--- config.mk ---
export PLATFORM = sky130hd
export DESIGN_NAME = als_sample_sched
export DESIGN_NICKNAME = d
export VERILOG_FILES = /design/src/rtl/als_sample_sched.sv
export SDC_FILE = /design/constraint.sdc
export NUM_CORES = 1
export LEC_CHECK = 0
export ABC_CLOCK_PERIOD_IN_PS = 2390
export CAP_MARGIN = 10
export CORE_ASPECT_RATIO = 1.75
export CORE_MARGIN = 1.5
export CORE_UTILIZATION = 45
export DETAILED_ROUTE_END_ITERATION = 16
export PLACE_DENSITY = 0.71
export SETUP_SLACK_MARGIN = 0.2
export SYNTH_ARGS = -nofsm -noshare
export SYNTH_HDL_FRONTEND = slang
export SYNTH_SLANG_ARGS = --single-unit
--- constraint.sdc ---
create_clock -name i_clk -period 2.39 [get_ports i_clk]
set_input_delay 0.3585 -clock i_clk [delete_from_list [all_inputs] [get_ports i_clk]]
set_output_delay 0.3585 -clock i_clk [all_outputs]
set_load 0.01 [all_outputs]
--- src/rtl/als_sample_sched.sv ---
// Ambient-light sample scheduler: periodic/software requests -> SPI read -> 8-bit sample -> optional UART byte.
// Latency: request -> spi_start_o 1 cycle later; spi_done_i -> sample_valid_o 1 cycle later.
// Backpressure: uart_valid_o holds until uart_ready_i; requests during a transaction queue one deep, extras count as overruns.
module als_sample_sched #(
  parameter int unsigned SAMPLE_PERIOD = 1000000,
  parameter int unsigned TIMEOUT_CYC   = 4096
) (
  input  logic        i_clk,
  input  logic        rst,
  input  logic        en_i,
  input  logic        trig_i,
  input  logic        uart_en_i,
  input  logic        clr_err_i,
  output logic        spi_start_o,
  input  logic        spi_busy_i,
  input  logic        spi_done_i,
  input  logic [15:0] spi_rx_i,
  output logic [7:0]  sample_o,
  output logic        sample_valid_o,
  output logic [7:0]  uart_data_o,
  output logic        uart_valid_o,
  input  logic        uart_ready_i,
  output logic        err_timeout_o,
  output logic [7:0]  ovr_cnt_o,
  output logic        busy_o
);

  typedef enum logic [2:0] {
    IDLE      = 3'd0,
    START     = 3'd1,
    WAIT_DONE = 3'd2,
    EXTRACT   = 3'd3,
    UART_SEND = 3'd4
  } state_t;

  localparam logic [31:0] PERIOD_LAST  = 32'(SAMPLE_PERIOD - 1);
  localparam logic [15:0] TIMEOUT_LAST = 16'(TIMEOUT_CYC - 1);

  state_t      state, state_d;
  logic [31:0] period_cnt;
  logic [15:0] tmo_cnt;
  logic        pending;
  logic        tick;
  logic        req;
  logic        overrun;
  logic        take_req;
  logic        tmo_clr;
  logic        tmo_inc;
  logic        timeout;
  logic        capture;
  logic        load_uart;

  // Frame layout: 3 leading zeros, 8 data bits, 5 trailing bits; only [12:5] carries the sample.
  logic unused_rx_bits;
  assign unused_rx_bits = ^{spi_rx_i[15:13], spi_rx_i[4:0]};

  assign tick    = en_i && (period_cnt == PERIOD_LAST);
  assign req     = tick || trig_i;
  assign overrun = req && pending;

  // Control outputs are pure decodes of the state register.
  assign spi_start_o  = (state == START);
  assign uart_valid_o = (state == UART_SEND);
  assign busy_o       = (state != IDLE);

  // State register.
  always_ff @(posedge i_clk) begin
    if (rst) state <= IDLE;
    else     state <= state_d;
  end

  // Next-state and per-cycle control strobes.
  always_comb begin
    state_d   = state;
    take_req  = 1'b0;
    tmo_clr   = 1'b0;
    tmo_inc   = 1'b0;
    timeout   = 1'b0;
    capture   = 1'b0;
    load_uart = 1'b0;
    case (state)
      IDLE: begin
        if ((req || pending) && !spi_busy_i) begin
          state_d  = START;
          take_req = 1'b1;
        end
      end
      START: begin
        state_d = WAIT_DONE;
        tmo_clr = 1'b1;
      end
      WAIT_DONE: begin
        if (spi_done_i) begin
          state_d = EXTRACT;
          capture = 1'b1;
        end else if (tmo_cnt == TIMEOUT_LAST) begin
          state_d = IDLE;
          timeout = 1'b1;
        end else begin
          tmo_inc = 1'b1;
        end
      end
      EXTRACT: begin
        if (uart_en_i) begin
          state_d   = UART_SEND;
          load_uart = 1'b1;
        end else begin
          state_d = IDLE;
        end
      end
      UART_SEND: begin
        if (uart_ready_i) state_d = IDLE;
      end
      default: state_d = IDLE;
    endcase
  end

  // Period counter: held at zero while disabled, wraps after the tick.
  always_ff @(posedge i_clk) begin
    if (rst || !en_i || tick) period_cnt <= '0;
    else                      period_cnt <= period_cnt + 32'd1;
  end

  // SPI response timeout counter, restarted for every frame.
  always_ff @(posedge i_clk) begin
    if (rst || tmo_clr) tmo_cnt <= '0;
    else if (tmo_inc)   tmo_cnt <= tmo_cnt + 16'd1;
  end

  // One-deep request queue; IDLE consuming it wins over a coincident new request.
  always_ff @(posedge i_clk) begin
    if (rst || take_req) pending <= 1'b0;
    else if (req)        pending <= 1'b1;
  end

  // Sample capture happens on the done edge so spi_rx_i is taken while it is valid.
  always_ff @(posedge i_clk) begin
    if (rst) begin
      sample_o       <= '0;
      sample_valid_o <= 1'b0;
      uart_data_o    <= '0;
    end else begin
      sample_valid_o <= capture;
      if (capture)   sample_o    <= spi_rx_i[12:5];
      if (load_uart) uart_data_o <= sample_o;
    end
  end

  // Sticky error and overrun counter; set/increment beats a same-cycle clear.
  always_ff @(posedge i_clk) begin
    if (rst) begin
      err_timeout_o <= 1'b0;
      ovr_cnt_o     <= '0;
    end else begin
      if (timeout)        err_timeout_o <= 1'b1;
      else if (clr_err_i) err_timeout_o <= 1'b0;
      if (overrun) begin
        if (ovr_cnt_o != 8'hFF) ovr_cnt_o <= ovr_cnt_o + 8'd1;
      end else if (clr_err_i) begin
        ovr_cnt_o <= '0;
      end
    end
  end

endmodule
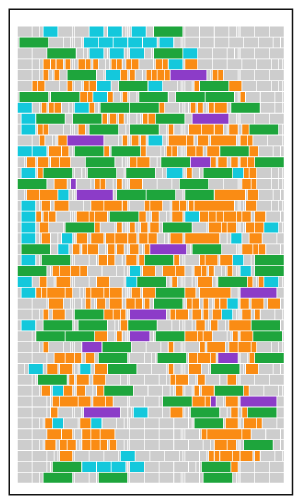
*Cells coloured by class, run 1*
Scale: 4 px per µm. Fill, decap, tap and diode cells in grey.
- all other logic: orange (cells 320)
- clock drivers and dummy loads: purple (cells 15)
- flip-flops: green (cells 78)
- other buffers and delay cells: cyan (cells 61)
Final Instance Area: 4510 µm²
Core ar.: 7620 µm²
final core utilization: 0.592
cell row count: 42
sequential share of cell area: 0.346

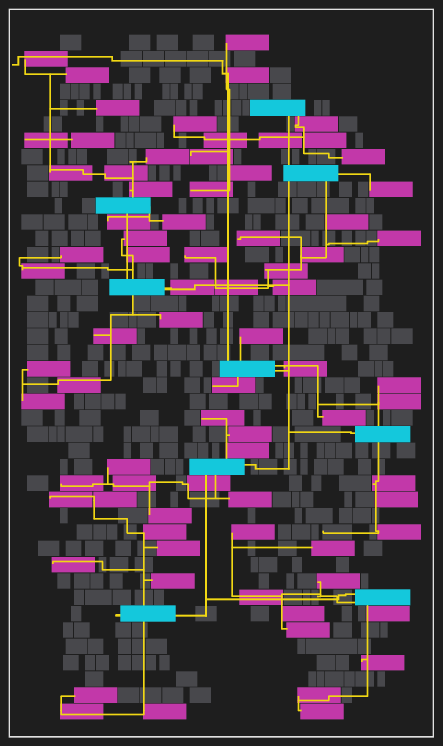
*Clock network drawn from the DEF, run 1*
Scale: 6 px per µm.
- clock wires: yellow (length 973 µm)
- cells driving clock nets: cyan (count 9)
- flip-flops: magenta (count 78)
- routed clock nets: 10
- flops lie: spread over the die
Late-Pin Clk Latency: 330 ps
Clk. pwr: 0.00130 W
Worst Skew: 5.55 ps
Clk pwr share: 0.468

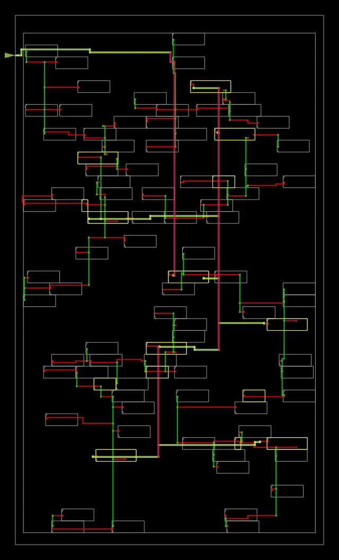
*The clock network, run 1*
clock sink total: 78
Flop Count: 78
TritonCTS buffer count: 9
number of clock buffers in the layout: 15

run 1: worst max path at each step:
stage          depth (start not counted)           end  slack, ps          start
3_5_place_dp                           7  ovr_cnt_o[7]         10           en_i
2_1_floorplan                          6  ovr_cnt_o[7]        410  period_cnt[0]
5_1_grt                                7  ovr_cnt_o[7]        200  period_cnt[0]
6_report                               7  ovr_cnt_o[7]        290  period_cnt[0]
3_3_place_gp                           7  ovr_cnt_o[7]         20           en_i
4_1_cts                                7  ovr_cnt_o[7]        210  period_cnt[0]
run 1: worst reg2reg max path, stage by stage (launching register included):
cell and delay (ps):
dfxtp_1 360, ha_1 210, and3_2 240, nand3_4 120, o41ai_4 370, buf_6 190
or3b_1 350, a31oi_1 180
==> out/results.ini, run 1 <==
[setup_path]
start_kind = register
worst_setup_path_end_kind = register
slowest_stage = o41ai_4
critPathMaxFanout = 10
reg2reg_from = period_cnt[0]
worst-path-buf-inv = 1
cp_slowest_stage_delay_ps = 370
crit_required_ps = 2650

[drt]
route.met3.wl_um = 267
vias = 3145
highest_layer = met4
drt-met1-wl_um = 3250
dr_wl_met2_um = 4450
drc = 0

[yosys]
synthTopCellsByArea = dfxtp_1 44%, nand2_1 5.8%, nor2_1 5.6%, xor2_1 5.1%, xnor2_1 4.4%
async_flop_share = 0
ff_type = dfxtp_1
yosysMostFrequentCell = dfxtp_1
ys_sh_aoi = 0.0926
synth.avg_cell_area_um2 = 8.67
syn-cell-area_um2 = 3580
ys_top_cells_by_count = 78 x dfxtp_1, 55 x nand2_1, 53 x nor2_1, 27 x a21oi_1, 22 x nand3_1
synthMuxAreaShare = 0.00559
yosysTopAreaCell = dfxtp_1
ys_warn_count = 0

[final_timing]
setup_tns_ps = 0
relSlewSlack = 0.576
holdWs_ps = 454
hold_viol = 0
fmax_ghz = 0.477
worstMarginPinSlew_ps = 630
rsz0062_at_grt = yes
finalClockPeriodUsage = 0.878

[finish]
n_all_buffers = 61
finalNetCount = 498
drive_gt1_frac = 0.0886
final_common_cell = dfxtp_1
buffer_area_frac = 0.127
inv_count = 3
lay_top_cells = 78 x dfxtp_1, 55 x nand2_1, 53 x nor2_1, 45 x clkdlybuf4s50_1, 27 x a21oi_1
largest_register_ffs = 32
reg_top3 = period_cnt: 32 flops, tmo_cnt: 16 flops
stdcell_count = 562
comb_share = 0.436
area_delta_synth_final_pct = 26.0
multi_input_comb_cells = 317

[clocking]
cts_root_buf = clkbuf_16
post-cts-setup-buffer-count = 0
cts_resized = 1
clk_pin_slew_ps = 60
postCtsHoldBufs = 0

[floorplan]
fp_util = 0.470
die_width_um = 70.4

[pwr]
leakage_nw = 1.53
comb_power_w = 0.000148
p_sw_w = 0.000572
pwr-share-seq = 0.478

[run_status]
status = finished clean

[global_route]
grt_pass1_wl_um = 13700
grt_remaining_overflow = 0
antenna_found_initial = 0
grt_util_all_layers = 0.204

[run]
maxCapViolations = 0

[placement]
dp_cells = 544

[hold_path]
hold_depth = 2
hold-path-endpoint = uart_data_o[2]

## Run 2: what changed since run 1
--- a/config.mk
+++ b/config.mk
@@ -6,7 +6,7 @@
 export NUM_CORES = 1
 export LEC_CHECK = 0
 export ABC_CLOCK_PERIOD_IN_PS = 2390
-export CAP_MARGIN = 10
+export CAP_MARGIN = 5
 export CORE_ASPECT_RATIO = 1.75
 export CORE_MARGIN = 1.5
 export CORE_UTILIZATION = 45
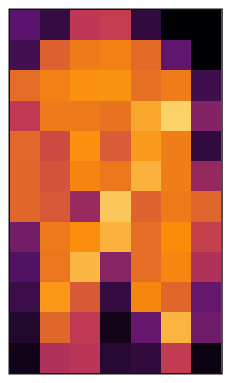
*Cell area per tile, run 2*
Scale: 3 px per µm. 7 x 12 tiles, from black (low) to pale yellow (high), 0 to 100% covered.
- tiles over 75% full: 17%
- mean over tiles: 52%
- nearly empty tiles: 3.6%
- densest ninth of the die: middle
- fullest tile: 90%

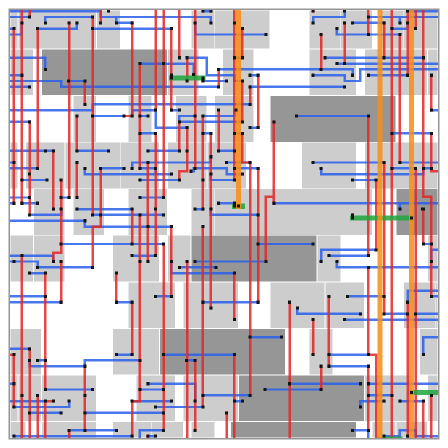
*A small window of the routed layout, run 2*
Region (23, 48) to (48, 73) µm. Cells in grey, sequential cells in the stronger grey; small squares are vias.
- met3: green
- met1: blue
- met2: red
- met4: orange
- most frequent: nor2_1 (6), nand3_1 (5), dfxtp_1 (5)
- cells with their middle in the window: 49
- sequential cells in the window: 5
- netlist names of flops here include: tmo_cnt (3), period_cnt (2)

==> run 2 against run 1 <==
Critical path depth stayed put. Core utilization stayed put. Register-to-register slack hardly changed. Flip-flop count stayed put. Clock power hardly changed. Setup slack stayed put. Final area stayed put. Fmax stayed put. Sequential share of layout area stayed put.
==> out/results.ini, run 2 <==
[yosys]
edf_count = 0  ; unchanged
synth_nets = 441  ; unchanged
async_flop_share = 0  ; unchanged
ys_top_cells_by_count = 78 x dfxtp_1, 55 x nand2_1, 53 x nor2_1, 27 x a21oi_1, 22 x nand3_1  ; unchanged
yosysTopAreaCell = dfxtp_1  ; unchanged
synth_flops = 78  ; unchanged
ys_seq_share = 0.436  ; unchanged
synth-xor-area-share = 0.0954  ; unchanged
synthMuxAreaShare = 0.00559  ; unchanged
ff_type = dfxtp_1  ; unchanged
syn-cell-area_um2 = 3580  ; unchanged
synthTopCellsByArea = dfxtp_1 44%, nand2_1 5.8%, nor2_1 5.6%, xor2_1 5.1%, xnor2_1 4.4%  ; unchanged
ys_warn_count = 0  ; unchanged
ys_sh_aoi = 0.0926  ; unchanged
netlist-cell-type-count = 50  ; unchanged
syn_inst = 413  ; unchanged
yosysMostFrequentCell = dfxtp_1  ; unchanged
yosys-stat-cells = 413  ; unchanged
yosysTopAreaCellShare = 0.436  ; unchanged
synth.avg_cell_area_um2 = 8.67  ; unchanged
logic_family = simple AND/OR/NAND/NOR gates  ; unchanged

[global_route]
grt_util_all_layers = 0.204  ; unchanged
grt.busiest_layer = met2  ; unchanged
grt_pass1_wl_um = 13700  ; unchanged
grt_pass1_vias = 2979  ; unchanged
use_met1 = 0.210  ; unchanged
use_met2 = 0.370  ; unchanged
antenna_found_initial = 0  ; unchanged
grt_remaining_overflow = 0  ; unchanged

[floorplan]
die_width_um = 70.4  ; unchanged
coreArea_um2 = 7620  ; unchanged
die_area_um2 = 8520  ; unchanged
fp_util = 0.470  ; unchanged
num_rows = 42  ; unchanged
ioPinCount = 54  ; unchanged

[drt]
route.met3.wl_um = 267  ; unchanged
first_iter_violations = 132  ; unchanged
highest_layer = met4  ; unchanged
drt-met1-wl_um = 3250  ; unchanged
drt_wl_total_um = 8250  ; unchanged
drc = 0  ; unchanged
dr_wl_met2_um = 4450  ; unchanged
vias = 3145  ; unchanged
drt_first_pass_iters = 4  ; unchanged
postRouteAntennaNets = 0  ; unchanged

[final_timing]
finalSetupViolCount = 0  ; unchanged
rsz0062_at_grt = yes  ; unchanged
hold_viol = 0  ; unchanged
fmax_ghz = 0.477  ; unchanged
holdWs_ps = 454  ; unchanged
worstMarginPinSlew_ps = 630  ; unchanged
relSlewSlack = 0.576  ; unchanged
finalClockPeriodUsage = 0.878  ; unchanged
period_needed_ps = 2100  ; unchanged
report.final.slew_viol_count = 0  ; unchanged
skew_ps = 5.55  ; unchanged
setup_tns_ps = 0  ; unchanged

[run_status]
status = finished clean  ; unchanged

[finish]
stdcell_area_um2 = 4510  ; unchanged
stdcell_count = 562  ; unchanged
lay_top_cells = 78 x dfxtp_1, 55 x nand2_1, 53 x nor2_1, 45 x clkdlybuf4s50_1, 27 x a21oi_1  ; unchanged
largest_register_ffs = 32  ; unchanged
reg_top3 = period_cnt: 32 flops, tmo_cnt: 16 flops  ; unchanged
drive_gt1_frac = 0.0886  ; unchanged
final_common_cell = dfxtp_1  ; unchanged
area_delta_synth_final_pct = 26.0  ; unchanged
finalNetCount = 498  ; unchanged
final_util = 0.592  ; unchanged

[placement]
port_buffers = 45  ; unchanged
place_ws_ps = 10.7  ; unchanged
placed_area_um2 = 4190  ; unchanged
place_congestion = 0.790  ; unchanged
dp_cells = 544  ; unchanged

[pwr]
pg_seq_w = 0.00133  ; about the same
comb_power_w = 0.000148  ; about the same
switching_share = 0.206  ; unchanged
leakage_nw = 1.53  ; unchanged
power_leader = registers  ; unchanged
power_clock_w = 0.00130  ; about the same
p_sw_w = 0.000572  ; unchanged
power_frac_clock = 0.468  ; about the same
power_density_nw_per_um2 = 614  ; unchanged
pwr-share-seq = 0.478  ; about the same

[clocking]
postCtsHoldBufs = 0  ; unchanged
clk_pin_slew_ps = 60  ; about the same
clock-sinks = 78  ; unchanged
clk_path_buf_depth = 2  ; unchanged
worstSkewPairLatency_ps = 330  ; about the same
cts_root_buf = clkbuf_16  ; unchanged
cts-buffers-inserted = 9  ; unchanged

[run]
warning_count = 35  ; unchanged
maxCapViolations = 0  ; unchanged

[setup_path]
worst_setup_path_end_kind = register  ; unchanged
crit_start = period_cnt[0]  ; unchanged
start_kind = register  ; unchanged
crit_required_ps = 2650  ; about the same
critPathMaxFanout = 10  ; unchanged
reg2reg_from = period_cnt[0]  ; unchanged
reg2reg_depth = 7  ; unchanged
endpoint = ovr_cnt_o[7]  ; unchanged

[hold_path]
hold_depth = 2  ; unchanged
hold-path-endpoint = uart_data_o[2]  ; unchanged
hold_class = reg2reg  ; unchanged

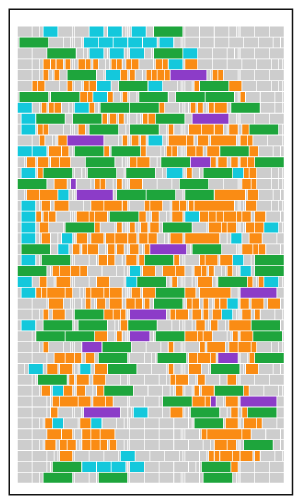
*Cells coloured by class, run 2*
Scale: 4 px per µm. Fill, decap, tap and diode cells in grey.

-- run 2: kinds of logic after synthesis --
kind of cell / after synthesis
simple gates: 222
flops: 78
compound gates: 51
xor+xnor: 39
buf+inv: 18
fa+ha+maj: 3
mux: 2
-- run 2: layout make-up --
cell class,count,area (µm²),area share
timing repair buffer,61,574,0.127
inverter,3,11.3,0.00250
sequential,78,1560,0.346
clock buffer,15,288,0.0638
multi-input combinational,317,1970,0.436
tap,88,110,0.0244
-- run 2: timing repair --
item                                    CTS  global route
resized                                   1             3
pin swaps                                 0             0
buffers inserted                          0             3
endpoints found under the setup margin    1             5
-- run 2: critical path, cell delays in order, from the launching register on --
cell and delay [ps]:
dfxtp_1 360, ha_1 210, and3_2 240, nand3_4 120, o41ai_4 370, buf_6 190
or3b_1 350, a31oi_1 180
## Run 3: what changed since run 2
--- a/config.mk
+++ b/config.mk
@@ -6,7 +6,7 @@
 export NUM_CORES = 1
 export LEC_CHECK = 0
 export ABC_CLOCK_PERIOD_IN_PS = 2390
-export CAP_MARGIN = 5
+export CAP_MARGIN = 25
 export CORE_ASPECT_RATIO = 1.75
 export CORE_MARGIN = 1.5
 export CORE_UTILIZATION = 45
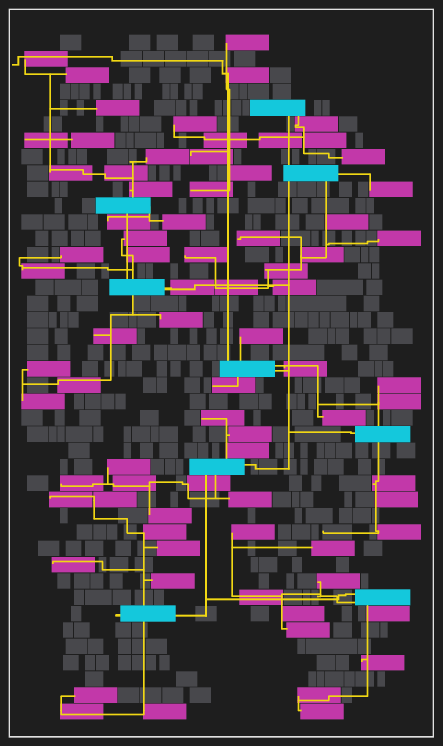
*Clock network drawn from the DEF, run 3*
Scale: 6 px per µm.

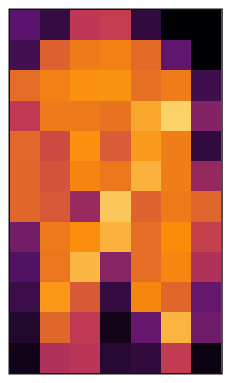
*Cell area per tile, run 3*
Scale: 3 px per µm. 7 x 12 tiles, from black (low) to pale yellow (high), 0 to 100% covered.
- densest ninth of the die: middle
- mean over tiles: 52%
- fullest tile: 90%
- tiles over 75% full: 17%
- nearly empty tiles: 3.6%
Init Core Util: 0.470

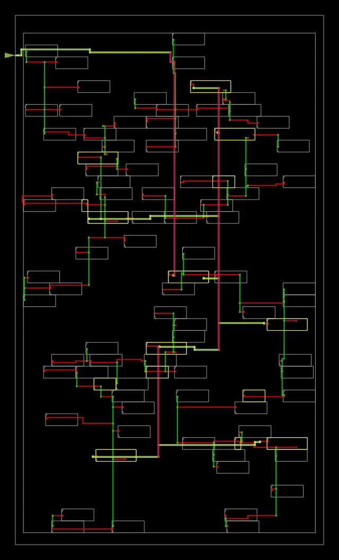
*The clock network, run 3*

==> run 3 against run 2 <==
Register-to-register slack about the same. Critical path depth is the same. Largest power group unchanged. Area after synthesis is the same. Critical endpoint unchanged. Largest cell class unchanged. Core utilization unchanged.
==> out/results.ini, run 3 <==
[drt]
drt_first_pass_iters = 4  ; unchanged
first_iter_violations = 132  ; unchanged
postRouteAntennaNets = 0  ; unchanged
drc = 0  ; unchanged
vias = 3145  ; unchanged

[run_status]
status = finished clean  ; unchanged

[finish]
finalNetCount = 498  ; unchanged
inv_count = 3  ; unchanged
seq_share = 0.346  ; unchanged
largest_register_ffs = 32  ; unchanged
seqCellArea_um2 = 1560  ; unchanged
stdcell_area_um2 = 4510  ; unchanged
reg_top3 = period_cnt: 32 flops, tmo_cnt: 16 flops  ; unchanged
n_all_buffers = 61  ; unchanged
mi_logic_area_um2 = 1970  ; unchanged
area_delta_synth_final_pct = 26.0  ; unchanged
multi_input_comb_cells = 317  ; unchanged
drive_gt1_frac = 0.0886  ; unchanged
final_util = 0.592  ; unchanged
stdcell_count = 562  ; unchanged

[placement]
port_buffers = 45  ; unchanged
place_ws_ps = 10.7  ; unchanged
placed_area_um2 = 4190  ; unchanged

[pwr]
power_density_nw_per_um2 = 614  ; unchanged
p_sw_w = 0.000572  ; unchanged
switching_share = 0.206  ; unchanged

[yosys]
synth-xor-area-share = 0.0954  ; unchanged
ff_type = dfxtp_1  ; unchanged
synth_nets = 441  ; unchanged
syn_inst = 413  ; unchanged
logic_family = simple AND/OR/NAND/NOR gates  ; unchanged
netlist-cell-type-count = 50  ; unchanged
synthTopCellsByArea = dfxtp_1 44%, nand2_1 5.8%, nor2_1 5.6%, xor2_1 5.1%, xnor2_1 4.4%  ; unchanged
yosys-stat-cells = 413  ; unchanged
async_flop_share = 0  ; unchanged
yosysMostFrequentCell = dfxtp_1  ; unchanged
synth_flops = 78  ; unchanged
syn-cell-area_um2 = 3580  ; unchanged
ys_top_cells_by_count = 78 x dfxtp_1, 55 x nand2_1, 53 x nor2_1, 27 x a21oi_1, 22 x nand3_1  ; unchanged

[setup_path]
endpoint = ovr_cnt_o[7]  ; unchanged
crit_cells = 7  ; unchanged
worst-path-buf-inv = 1  ; unchanged
worst_setup_path_end_kind = register  ; unchanged
slowest_stage = o41ai_4  ; unchanged
critPathMaxFanout = 10  ; unchanged
cpLargestDelayFamily = simple AND/OR/NAND/NOR gates  ; unchanged
start_kind = register  ; unchanged
crit_required_ps = 2650  ; about the same

[global_route]
grt_pass1_wl_um = 13700  ; unchanged
grt_remaining_overflow = 0  ; unchanged

[final_timing]
finalSetupViolCount = 0  ; unchanged
finalClockPeriodUsage = 0.878  ; unchanged
skew_ps = 5.55  ; unchanged
period_needed_ps = 2100  ; unchanged
holdWs_ps = 454  ; unchanged
report.final.slew_viol_count = 0  ; unchanged

[clocking]
cts_resized = 1  ; unchanged
clk_pin_slew_ps = 60  ; about the same
cts_root_buf = clkbuf_16  ; unchanged
clk_path_buf_depth = 2  ; unchanged

[hold_path]
hold_depth = 2  ; unchanged

[floorplan]
ioPinCount = 54  ; unchanged
nWellTaps = 88  ; unchanged
die_width_um = 70.4  ; unchanged

[run]
warning_count = 35  ; unchanged

run 3: cell counts after synthesis:
Identical to the previous run, type by type.
run 3: metal layers:
layer	up-vias	global-route usage	wire length, µm
met1	1490	0.210	3250
met4	0	0.108	281
met3	19	0.0515	267
met2	54	0.370	4450
met5	-	0	0
li1	1582	-	-
run 3: power by group through the flow:
stage | Clock, W | Sequential [W] | Combinational (W)
floorplan | 0 | 0.00135 | 0.0000691
global placement | 0 | 0.00135 | 0.000142
detailed placement | 0 | 0.00135 | 0.000143
CTS | 0.00133 | 0.00133 | 0.000145
global route | 0.00139 | 0.00133 | 0.000161
finish | 0.00130 | 0.00133 | 0.000148
Power is estimated from default activity; no workload was simulated.
